--- src/rtl/shares_unmask_stage.sv ---
// Unmasking stage: normalises a d-share masked word to share-major layout,
// XOR-recombines the shares and optionally word-reverses the result.
module shares_unmask_stage #(
    parameter int d     = 2,
    parameter int COUNT = 128,
    parameter int WIDTH = 8
) (
    input  logic                 clk,
    input  logic                 rst,
    input  logic                 in_valid,
    output logic                 in_ready,
    input  logic [COUNT*d-1:0]   in_data,
    input  logic                 in_fmt_shbus,
    input  logic                 in_swap,
    output logic                 out_valid,
    input  logic                 out_ready,
    output logic [COUNT*d-1:0]   out_shares,
    output logic [COUNT-1:0]     out_data
);

    localparam int NW = COUNT / WIDTH;

    logic [COUNT*d-1:0] shares_d;
    logic [COUNT-1:0]   value;
    logic [COUNT-1:0]   data_d;
    logic               take;

    logic               out_valid_q;
    logic [COUNT*d-1:0] out_shares_q;
    logic [COUNT-1:0]   out_data_q;

    always_comb begin
        shares_d = in_data;
        if (in_fmt_shbus) begin
            for (int i = 0; i < COUNT; i++) begin
                for (int s = 0; s < d; s++) begin
                    shares_d[s*COUNT+i] = in_data[i*d+s];
                end
            end
        end
        value = '0;
        for (int s = 0; s < d; s++) begin
            value = value ^ shares_d[s*COUNT +: COUNT];
        end
        data_d = value;
        if (in_swap) begin
            for (int w = 0; w < NW; w++) begin
                data_d[w*WIDTH +: WIDTH] = value[(NW-1-w)*WIDTH +: WIDTH];
            end
        end
    end

    assign in_ready = !out_valid_q | out_ready;
    assign take     = in_valid & in_ready;

    // Data registers only move on a transfer so a drained result stays observable.
    always_ff @(posedge clk or negedge rst) begin
        if (!rst) begin
            out_valid_q  <= 1'b0;
            out_shares_q <= '0;
            out_data_q   <= '0;
        end else begin
            if (take) begin
                out_valid_q  <= 1'b1;
                out_shares_q <= shares_d;
                out_data_q   <= data_d;
            end else if (out_ready) begin
                out_valid_q  <= 1'b0;
            end
        end
    end

    assign out_valid  = out_valid_q;
    assign out_shares = out_shares_q;
    assign out_data   = out_data_q;

endmodule

--- config.mk ---
export PLATFORM = sky130hd
export DESIGN_NAME = shares_unmask_stage
export DESIGN_NICKNAME = d
export VERILOG_FILES = /design/src/rtl/shares_unmask_stage.sv
export SDC_FILE = /design/constraint.sdc
export NUM_CORES = 1
export LEC_CHECK = 0
export CORE_AREA = 2 2 282 284
export CTS_CLUSTER_DIAMETER = 30
export CTS_CLUSTER_SIZE = 28
export DETAILED_ROUTE_END_ITERATION = 12
export DIE_AREA = 0 0 284 286
export GPL_TIMING_DRIVEN = 0
export PLACE_DENSITY = 0.6
export REMOVE_ABC_BUFFERS = 1
export SETUP_SLACK_MARGIN = 0.3
export SLEW_MARGIN = 10
export SYNTH_ARGS = -nofsm -noshare
export SYNTH_HDL_FRONTEND = slang
export SYNTH_SLANG_ARGS = --single-unit
--- constraint.sdc ---
create_clock -name clk -period 1.35 [get_ports clk]
set_input_delay 0.2025 -clock clk [delete_from_list [all_inputs] [get_ports clk]]
set_output_delay 0.2025 -clock clk [all_outputs]
set_load 0.005 [all_outputs]
==> run_1/wire_density.png <==
28 x 29 tiles, from dark blue (low) to red (high), scaled to the fullest tile. Values are wire area over tile area, all layers added.
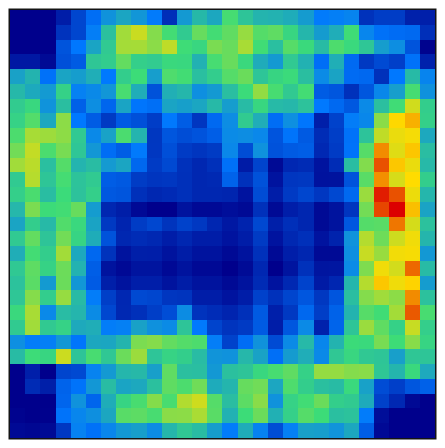
fullest tile: 0.70
emptiest ninth of the die: centre
tiles over half the peak: 21%
mean over tiles: 0.23

==> run_1/registers.png <==
Bar = 100 µm. Other sequential cells in the stronger grey, the rest of the logic in the fainter grey.
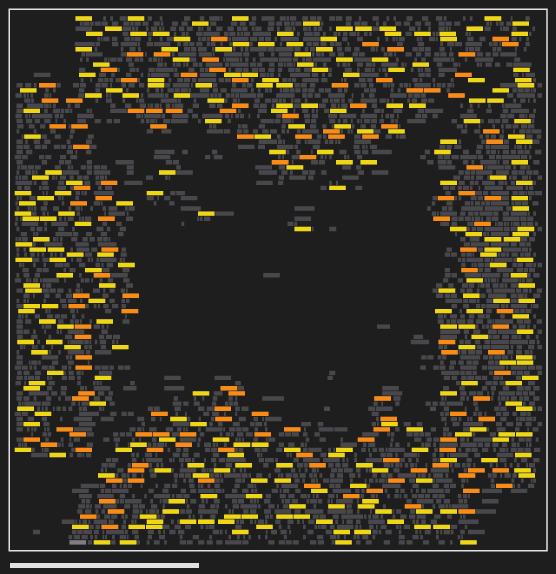
legend:
  orange:
    name_in_the_netlist: `out_data`
    flops: 128
    where: all over the die
  yellow:
    name_in_the_netlist: `out_shares`
    flops: 256
    where: all over the die

==> run_1/final_placement.png <==
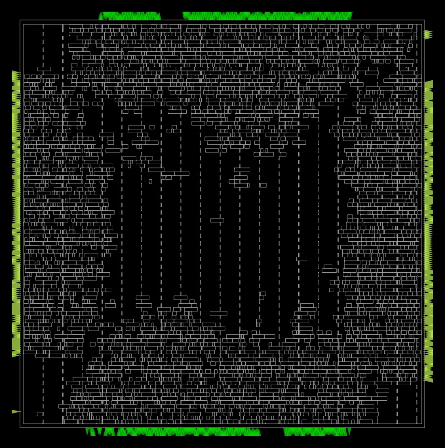
Final Instance Count excl. Fillers: 4100
tap cells: 1050
sequential cells: 385
flop share of the area: 27.36%

==> qor.txt, run 1 <==
First-pass GRT wire length - 147600 µm
Largest net degree at the start of global routing - 101
CP peak stage delay - 0.40 ns
Tool warning count - 32
Final Wtd Congestion - 0.8228
Async SR Flop Fraction - 100.0%
Post-Route Utilization - 44.95%
Vias in the first global route - 20.08k
Post-route cell area - 35220 µm²
Post-synth seq share - 46.03%
CP Class - reg -> reg
CP most frequent cell - buf_16
Switching Share - 28.65%
Hold WS - -0.5254 ns
Area added between synthesis and finish - 68.27%
Yosys Chip Area - 20930 µm²
Average cell area after synthesis - 10.10 µm²
Combinational share of power - 22.7%
Placed cells - 3631
Failing checks - negative hold slack, negative setup slack
CP Data Required Time - 1.81 ns
Post-synth area hogs - dfrtp_1 46%, mux2i_1 18%, xor2_1 10%, nand2_1 6.9%, o21ai_0 6.1%
Unrepaired setup endpoints after global routing - yes
Status - finished, violations left
Top-area cell share - 46.03%
P_int - 0.03907 W
Min-delay worst type - in -> async
Cell Area, Synth - 20930 µm²
Clk buf depth - 3
First DRT Iteration DRCs - 1328
Endpoints failing hold - 125
Synth unique cells - 21
Post-CTS Hold Fix Bufs - 2
I/O pin total - 648
Min setup slack post-route - -0.3496 ns
Final setup fails - 609
TritonCTS clock tree - built
Sw Pwr - 0.01569 W
Crit Path Max Fanout - 7
==> run 1: power by group through the flow <==
stage	sequential, W	combinational [W]	clock [W]
CTS	0.0144	0.0110	0.0281
detailed placement	0.0146	0.0108	0
finish	0.0145	0.0124	0.0278
global placement	0.0145	0.0114	0
global route	0.0147	0.0132	0.0287
floorplan	0.0147	0.00331	0
==> run 1: state kept, by name, summed over array words and instances (netlist names) <==
signal      cells
out_shares    256
out_valid       1
out_data      128
==> run 1: path summary, 6_finish.rpt <==
check	from	to	slack, ns	depth (start not counted)
max	out_valid$_DFFE_PN0P_	out_data[81]$_DFFE_PN0P_	-0.35	8
min	rst	out_shares[204]$_DFFE_PN0P_	-0.53	1
min in group clk	in_fmt_shbus	out_data[82]$_DFFE_PN0P_	0.04	3
min reg2reg	out_shares[146]$_DFFE_PN0P_	out_shares[146]$_DFFE_PN0P_	0.47	2
max in group asynchronous	rst	out_data[65]$_DFFE_PN0P_	0.32	3
max reg2reg	out_valid$_DFFE_PN0P_	out_data[81]$_DFFE_PN0P_	-0.35	8
==> run 1: area by class of cell <==
type | instances | area (µm²) | share of cell area [%]
Tap cell | 1050 | 1314 | 3.730
Clock inverter | 54 | 825.8 | 2.345
Sequential cell | 385 | 9634 | 27.36
Timing Repair Buffer | 910 | 8820 | 25.04
Multi-Input combinational cell | 1542 | 11430 | 32.46
Antenna cell | 6 | 15.01 | 0.04263
Clock buffer | 153 | 3178 | 9.024
==> run 1: logic make-up after synthesis <==
logic type      Yosys count  synth area share (%)
simple gates            518                 10.92
flops                   385                 46.03
mux                     380                 18.17
compound gates          382                 10.71
buf+inv                 154                 3.533
xor+xnor                254                 10.63
==> run 1: per-layer routing <==
layer / wire length, µm / global-route usage, % / vias up
li1: - / - / 9080
met3: 9049 / 7.033 / 274
met2: 50140 / 39.99 / 1022
met1: 44960 / 31.07 / 10390
met5: 11 / 0 / -
met4: 5826 / 11.87 / 2
==> run 1: layout by cell type, fill, tap and decap left out, types with 4 or more instances in the layout <==
| master | count |
|---|---|
| dfrtp_1 | 385 |
| mux2i_1 | 372 |
| nand2_1 | 311 |
| clkbuf_2 | 295 |
| clkdlybuf4s50_1 | 256 |
| xor2_1 | 248 |
| o21ai_0 | 148 |
| buf_4 | 145 |
| clkbuf_16 | 130 |
| o211ai_1 | 124 |
| or3_1 | 113 |
| buf_16 | 62 |
| o21ai_2 | 61 |
| buf_6 | 55 |
| o21ai_1 | 44 |
| nand2_4 | 42 |
| nand2_2 | 34 |
| buf_2 | 33 |
| clkinv_2 | 30 |
| clkbuf_1 | 20 |
| clkbuf_8 | 20 |
| buf_12 | 19 |
| bufinv_16 | 18 |
| dlygate4sd2_1 | 13 |
| or3_4 | 11 |
| buf_8 | 8 |
| nand2_8 | 7 |
| mux2i_2 | 7 |
| diode_2 | 6 |
| xnor2_1 | 6 |
| and3_1 | 4 |
| a221o_1 | 4 |
| clkinv_16 | 4 |
| bufbuf_16 | 4 |
==> run 1: what timing repair did <==
item	CTS	global route
gates cloned	57	23
setup endpoints to repair	770	870
buffers inserted	32	142
endpoints found under the hold margin	118	58
pin swaps	92	159
resized	683	990
--- run 2 (diff from run 1) ---
- DONT_BUFFER_PORTS: default -> 1
- PLACE_DENSITY: 0.6 -> 0.49
==> run_2/wire_density.png <==
28 x 29 tiles, from dark blue (low) to red (high), scaled to the fullest tile. Values are wire area over tile area, all layers added.
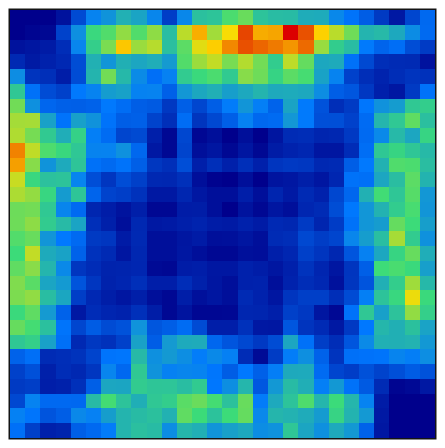
densest ninth of the die: top centre
mean over tiles: 0.23
fullest tile: 0.90

==> run_2/clock_map.png <==
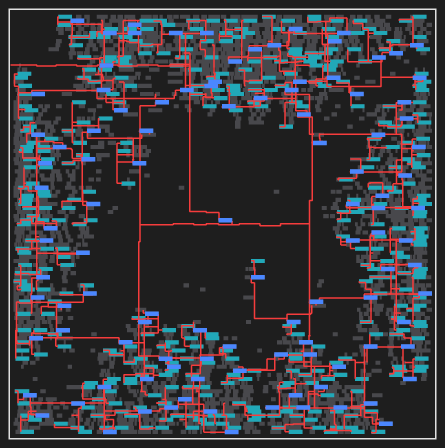
legend:
  red:
    item: clock wires
    length: 7360 µm
  blue:
    item: cells driving clock nets
    count: 107
  cyan:
    item: flip-flops
    count: 385
flops lie: all over the die

==> qor.txt, run 2 <==
Uppermost routed layer - met5
CP most frequent cell - buf_16
Worst reg2reg path depth - 7
Yosys Chip Area - 20930 µm²
Max reg flops - 256
Routed wl met3 - 12220 µm
Final Instance Count excl. Fillers - 3591
Hold WS - -0.7395 ns
Synth unique cells - 21
Post-Route Utilization - 39.68%
First-pass GRT wire length - 145900 µm
CP Data Required Time - 1.89 ns
Crit Reg-Reg Startpoint - out_valid$_DFFE_PN0P_
TritonCTS clock tree - built
Failing checks - negative hold slack, negative setup slack
Total power divided by cell area - 1598 nW/µm²
Root Driver - clkbuf_16
Post-synth area hogs - dfrtp_1 46%, mux2i_1 18%, xor2_1 10%, nand2_1 6.9%, o21ai_0 6.1%
Final setup fails - 385
Setup TNS - -123.96 ns
Status - finished, violations left
Die Wd - 284 µm
Post-CTS Hold Fix Bufs - 321
Flop2flop setup slack - -0.53 ns
Slowest cell on crit path - dfrtp_2
Critical path's top delay family - simple AND/OR/NAND/NOR gates
Min-delay worst type - in -> async
CP Launch Type - flip-flop
Nets - 2706
Cell Area, Synth - 20930 µm²
Area added between synthesis and finish - 48.56%
CP Class - reg -> reg
Post-synth seq share - 46.03%
CP peak stage delay - 0.44 ns
Crit Path Max Fanout - 7
R2R Path End - out_data[13]$_DFFE_PN0P_
Crit path to - out_data[13]$_DFFE_PN0P_
Clk buf depth - 3
I/O pin total - 648
Min setup slack post-route - -0.5336 ns
Crit path launch - out_valid$_DFFE_PN0P_
Tool warning count - 38
Endpoints failing hold - 522
First DRT Iteration DRCs - 1699
Sequential Area - 9635 µm²
Average cell area after synthesis - 10.10 µm²
Most frequent cells in the layout - 384 x dfrtp_1, 380 x mux2i_1, 321 x dlygate4sd3_1
Largest net degree at the start of global routing - 386
Async SR Flop Fraction - 100.0%
Vias in the first global route - 19.54k
Unrepaired setup endpoints after global routing - yes
Most frequent logic cell in the layout - dfrtp_1
Final Wtd Congestion - 0.8494
Logic area - 11260 µm²
Met2 wire length - 49980 µm
## run 2: cell counts after synthesis
Identical to the previous run, type by type.
## run 2: area by class of cell
class	instances	share of cell area, %
Multi-Input combinational cell	1539	36.22
Sequential cell	385	30.99
Timing Repair Buffer	411	16.12
Clock buffer	128	9.384
Tap cell	1050	4.225
Clock inverter	73	3.018
Antenna cell	5	0.04024
## run 2: logic make-up after synthesis
group           share of synthesized area [%]
mux                                     18.17
compound gates                          10.71
xor+xnor                                10.63
flops                                   46.03
buf+inv                                 3.533
simple gates                            10.92
## run 2: stage by stage
stage	cell area, µm²	hold WS [ns]	setup WS [ns]
detailed placement	21700	-0.07965	-1.392
global route	31080	-0.7895	-0.5488
global placement	21500	-0.07895	-8.578
finish	31090	-0.7395	-0.5336
floorplan	20190	-0.09309	-5.767
CTS	29530	-0.7858	-0.5109
## run 2: worst min-delay path by stage
stage | to | depth (start not counted) | from | slack [ns]
after floorplan | out_data[0]$_DFFE_PN0P_ | 0 | rst | -0.09
after global placement | out_shares[10]$_DFFE_PN0P_ | 0 | rst | -0.08
after detailed placement | out_shares[10]$_DFFE_PN0P_ | 0 | rst | -0.08
after CTS | out_shares[10]$_DFFE_PN0P_ | 0 | rst | -0.79
after global routing | out_data[116]$_DFFE_PN0P_ | 0 | rst | -0.79
final | out_shares[140]$_DFFE_PN0P_ | 0 | rst | -0.74
## run 2: layer usage
| layer | vias up | GRT usage (%) |
|---|---|---|
| li1 | 8065 | - |
| met1 | 9778 | 30.14 |
| met2 | 1254 | 39.02 |
| met3 | 358 | 8.445 |
| met4 | 4 | 11.14 |
| met5 | - | 0 |
## run 2: what timing repair did
item | CTS | global route
endpoints found under the hold margin | 770 | 567
endpoints found under the setup margin | 770 | 770
setup buffers | 19 | 11
pin swaps | 16 | 89
gates resized | 37 | 285
gates cloned | 23 | 36
## run 2: power breakdown
part | switching (W) | internal, W
combinational | 0.00374 | 0.00337
sequential | 0.00224 | 0.0134
clock | 0.00844 | 0.0185
total | 0.0144 | 0.0353
No activity file was given, so power comes from the tool's default toggle rates.
